===== src/rtl/sbox_table_gen.sv =====
// AES S-box table generator: builds sbox[x] = affine(x^254) for all 256 x, then serves lookups.
// Optional macro SBOX_INV_TABLE_EN adds an inverse table written alongside the forward table.
module sbox_table_gen (
    input  logic       clk,
    input  logic       rst,
    input  logic       start,
    output logic       busy,
    output logic       done,
    output logic       ready,
    input  logic       lookup_valid,
    input  logic       encrypt,
    input  logic [7:0] byte_in,
    output logic [7:0] byte_out,
    output logic       out_valid
);

    localparam int unsigned DATA_W    = 8;
    localparam int unsigned DEPTH     = 256;
    localparam int unsigned MUL_STEPS = 13;
    localparam int unsigned STEP_W    = 4;

    typedef enum logic [2:0] {
        IDLE,
        LOAD,
        MUL,
        WRITE,
        DONE
    } state_t;

    // GF(2^8) multiply modulo x^8 + x^4 + x^3 + x + 1
    function automatic logic [DATA_W-1:0] gf_mul(input logic [DATA_W-1:0] a,
                                                 input logic [DATA_W-1:0] b);
        logic [DATA_W-1:0] p;
        logic [DATA_W-1:0] aa;
        p  = '0;
        aa = a;
        for (int i = 0; i < int'(DATA_W); i++) begin
            if (b[i]) p = p ^ aa;
            aa = aa[7] ? ({aa[6:0], 1'b0} ^ 8'h1B) : {aa[6:0], 1'b0};
        end
        return p;
    endfunction

    function automatic logic [DATA_W-1:0] affine(input logic [DATA_W-1:0] b);
        return b ^ {b[6:0], b[7]} ^ {b[5:0], b[7:6]} ^ {b[4:0], b[7:5]}
                 ^ {b[3:0], b[7:4]} ^ 8'h63;
    endfunction

    state_t              state, state_next;
    logic [DATA_W-1:0]   x, x_next;
    logic [DATA_W-1:0]   r, r_next;
    logic [STEP_W-1:0]   step, step_next;
    logic                busy_next, done_next, ready_next;
    logic                wr_en_c;
    logic [DATA_W-1:0]   wr_data_c;

    logic [DATA_W-1:0]   sbox_mem [DEPTH];
`ifdef SBOX_INV_TABLE_EN
    logic [DATA_W-1:0]   inv_mem  [DEPTH];
`endif

    // Next-state, datapath and registered-output decode
    always_comb begin
        state_next = state;
        x_next     = x;
        r_next     = r;
        step_next  = step;
        wr_en_c    = 1'b0;
        wr_data_c  = affine(r);
        ready_next = ready;

        case (state)
            IDLE: begin
                if (start) begin
                    state_next = LOAD;
                    x_next     = '0;
                    ready_next = 1'b0;
                end
            end
            LOAD: begin
                r_next     = x;
                step_next  = '0;
                state_next = MUL;
            end
            MUL: begin
                // Even steps square, odd steps multiply by x: walks the exponent to 254
                r_next    = gf_mul(r, step[0] ? x : r);
                step_next = step + STEP_W'(1);
                if (step == STEP_W'(MUL_STEPS - 1)) state_next = WRITE;
            end
            WRITE: begin
                wr_en_c = 1'b1;
                if (x != 8'hFF) begin
                    x_next     = x + DATA_W'(1);
                    state_next = LOAD;
                end else begin
                    state_next = DONE;
                end
            end
            DONE: begin
                state_next = IDLE;
            end
            default: begin
                state_next = IDLE;
            end
        endcase

        busy_next = (state_next == LOAD) || (state_next == MUL) || (state_next == WRITE);
        done_next = (state_next == DONE);
        if (state_next == DONE) ready_next = 1'b1;
    end

    // Control and status registers
    always_ff @(posedge clk or posedge rst) begin
        if (rst) begin
            state <= IDLE;
            x     <= '0;
            r     <= '0;
            step  <= '0;
            busy  <= 1'b0;
            done  <= 1'b0;
            ready <= 1'b0;
        end else begin
            state <= state_next;
            x     <= x_next;
            r     <= r_next;
            step  <= step_next;
            busy  <= busy_next;
            done  <= done_next;
            ready <= ready_next;
        end
    end

    // Table storage is never cleared; only a complete generation sets ready
    always_ff @(posedge clk) begin
        if (wr_en_c) begin
            sbox_mem[x] <= wr_data_c;
`ifdef SBOX_INV_TABLE_EN
            inv_mem[wr_data_c] <= x;
`endif
        end
    end

    // Lookup port: one-cycle latency, dropped while tables are not valid
    always_ff @(posedge clk or posedge rst) begin
        if (rst) begin
            byte_out  <= '0;
            out_valid <= 1'b0;
        end else begin
            out_valid <= 1'b0;
            if (lookup_valid && ready) begin
                out_valid <= 1'b1;
                if (encrypt) begin
                    byte_out <= sbox_mem[byte_in];
                end else begin
`ifdef SBOX_INV_TABLE_EN
                    byte_out <= inv_mem[byte_in];
`else
                    byte_out <= 8'h00;
`endif
                end
            end
        end
    end

endmodule


===== config.mk =====
export PLATFORM = sky130hd
export DESIGN_NAME = sbox_table_gen
export DESIGN_NICKNAME = d
export VERILOG_FILES = /design/src/rtl/sbox_table_gen.sv
export SDC_FILE = /design/constraint.sdc
export NUM_CORES = 2
export LEC_CHECK = 0
export CAP_MARGIN = 20
export CORE_ASPECT_RATIO = 0.7
export CORE_MARGIN = 2
export CORE_UTILIZATION = 40
export DETAILED_ROUTE_END_ITERATION = 8
export PLACE_DENSITY_LB_ADDON = 0.1
export REMOVE_ABC_BUFFERS = 1
export SETUP_SLACK_MARGIN = 0.4
export SYNTH_ARGS = -nofsm -noshare
export SYNTH_HDL_FRONTEND = slang
export SYNTH_SLANG_ARGS = --single-unit

===== constraint.sdc =====
create_clock -name clk -period 18.9 [get_ports clk]
set_input_delay 5.67 -clock clk [delete_from_list [all_inputs] [get_ports clk]]
set_output_delay 5.67 -clock clk [all_outputs]
set_load 0.005 [all_outputs]

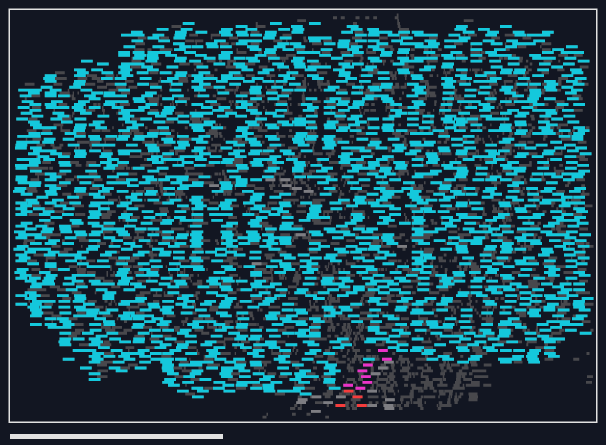
Figure 1: register map, names as in the netlist.
Bar = 200 µm. Other sequential cells in the stronger grey, the rest of the logic in the fainter grey.
Key: red = step [sequential cells 4, where bottom middle]; magenta = x [sequential cells 8, where bottom middle]; cyan = sbox_mem [sequential cells 2048, where all over the die]

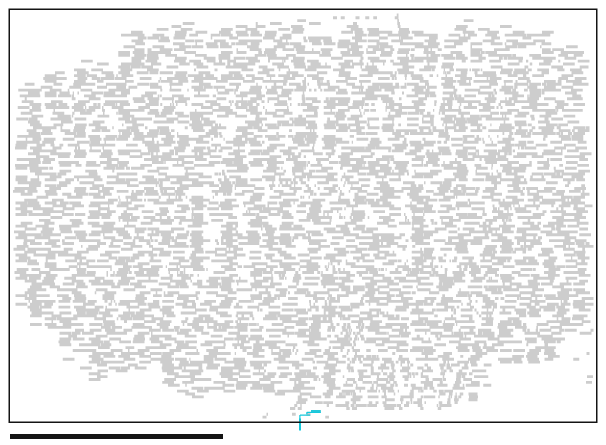
Figure 2: nets reached from selected ports.
Bar = 200 µm.
Key: cyan = busy [bits 1, direction output, end cells 1, wire 29.9 µm]

==> ci_impl_report.md <==
## Implementation flow summary

| Metric | Value |
|---|---|
| Failing checks | `slew limit` |
| Clock buffers created by TritonCTS | `between 200 and 250` |
| Max-slew violations | `~93` |
| Antenna Cells | `1` |
| Number of library cell types mapped by synthesis | `73` |
| RSZ-0062 raised after global routing | `no` |
| Combinational power | `0.00499 W` |
| Hold Path Origin | `step[2]` |
| Post-synthesis xor/xnor area fraction | `1.114%` |
| Gate family responsible for the most delay along the worst path | `buffers and inverters` |
| Final Hold Fails | `0` |
| Worst path slowest cell | `buf_4` |
| Fraction of standard cell area in multi-input logic | `21.02%` |
| CTS Sinks | `2083` |
| Number of buffers added to fix hold violations after cts | `0` |
| Instance area at placement | `0.08676 mm²` |
| Total of flip-flops plus latches after synthesis | `2083` |
| Run status | `complete, but fails checks` |
| Buffers from clock root to sink, at most | `4` |
| Latest clock arrival within the worst-skew pair | `about 860 ps` |
| Endpoint kind of the worst setup timing path | `register` |
| Filler cell count in the final layout | `17.67k` |
| Initial antenna violation count | `19` |
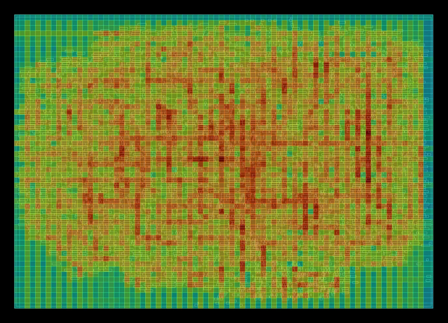
Figure 3: routing congestion map.
average wire per standard cell: 34.03 µm
met3 track demand over resource in global routing: 5.041%
met2 track utilization from global routing: 32.04%

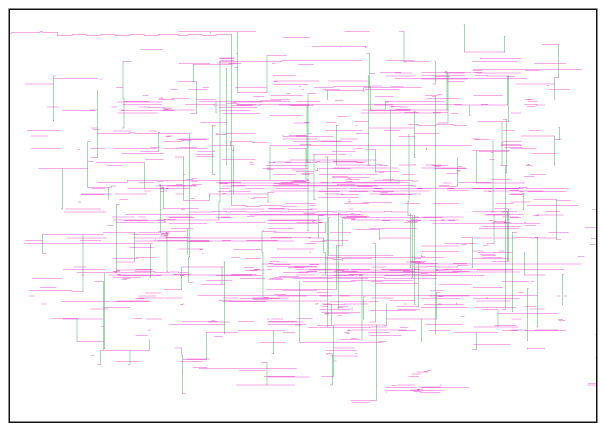
Figure 4: routed metal, one colour a layer.
Only two layers are drawn.
Key: green = met4 [wire length 5130 µm]; magenta = met3 [wire length 20.2 mm]

No activity file was given, so power comes from the tool's default toggle rates.
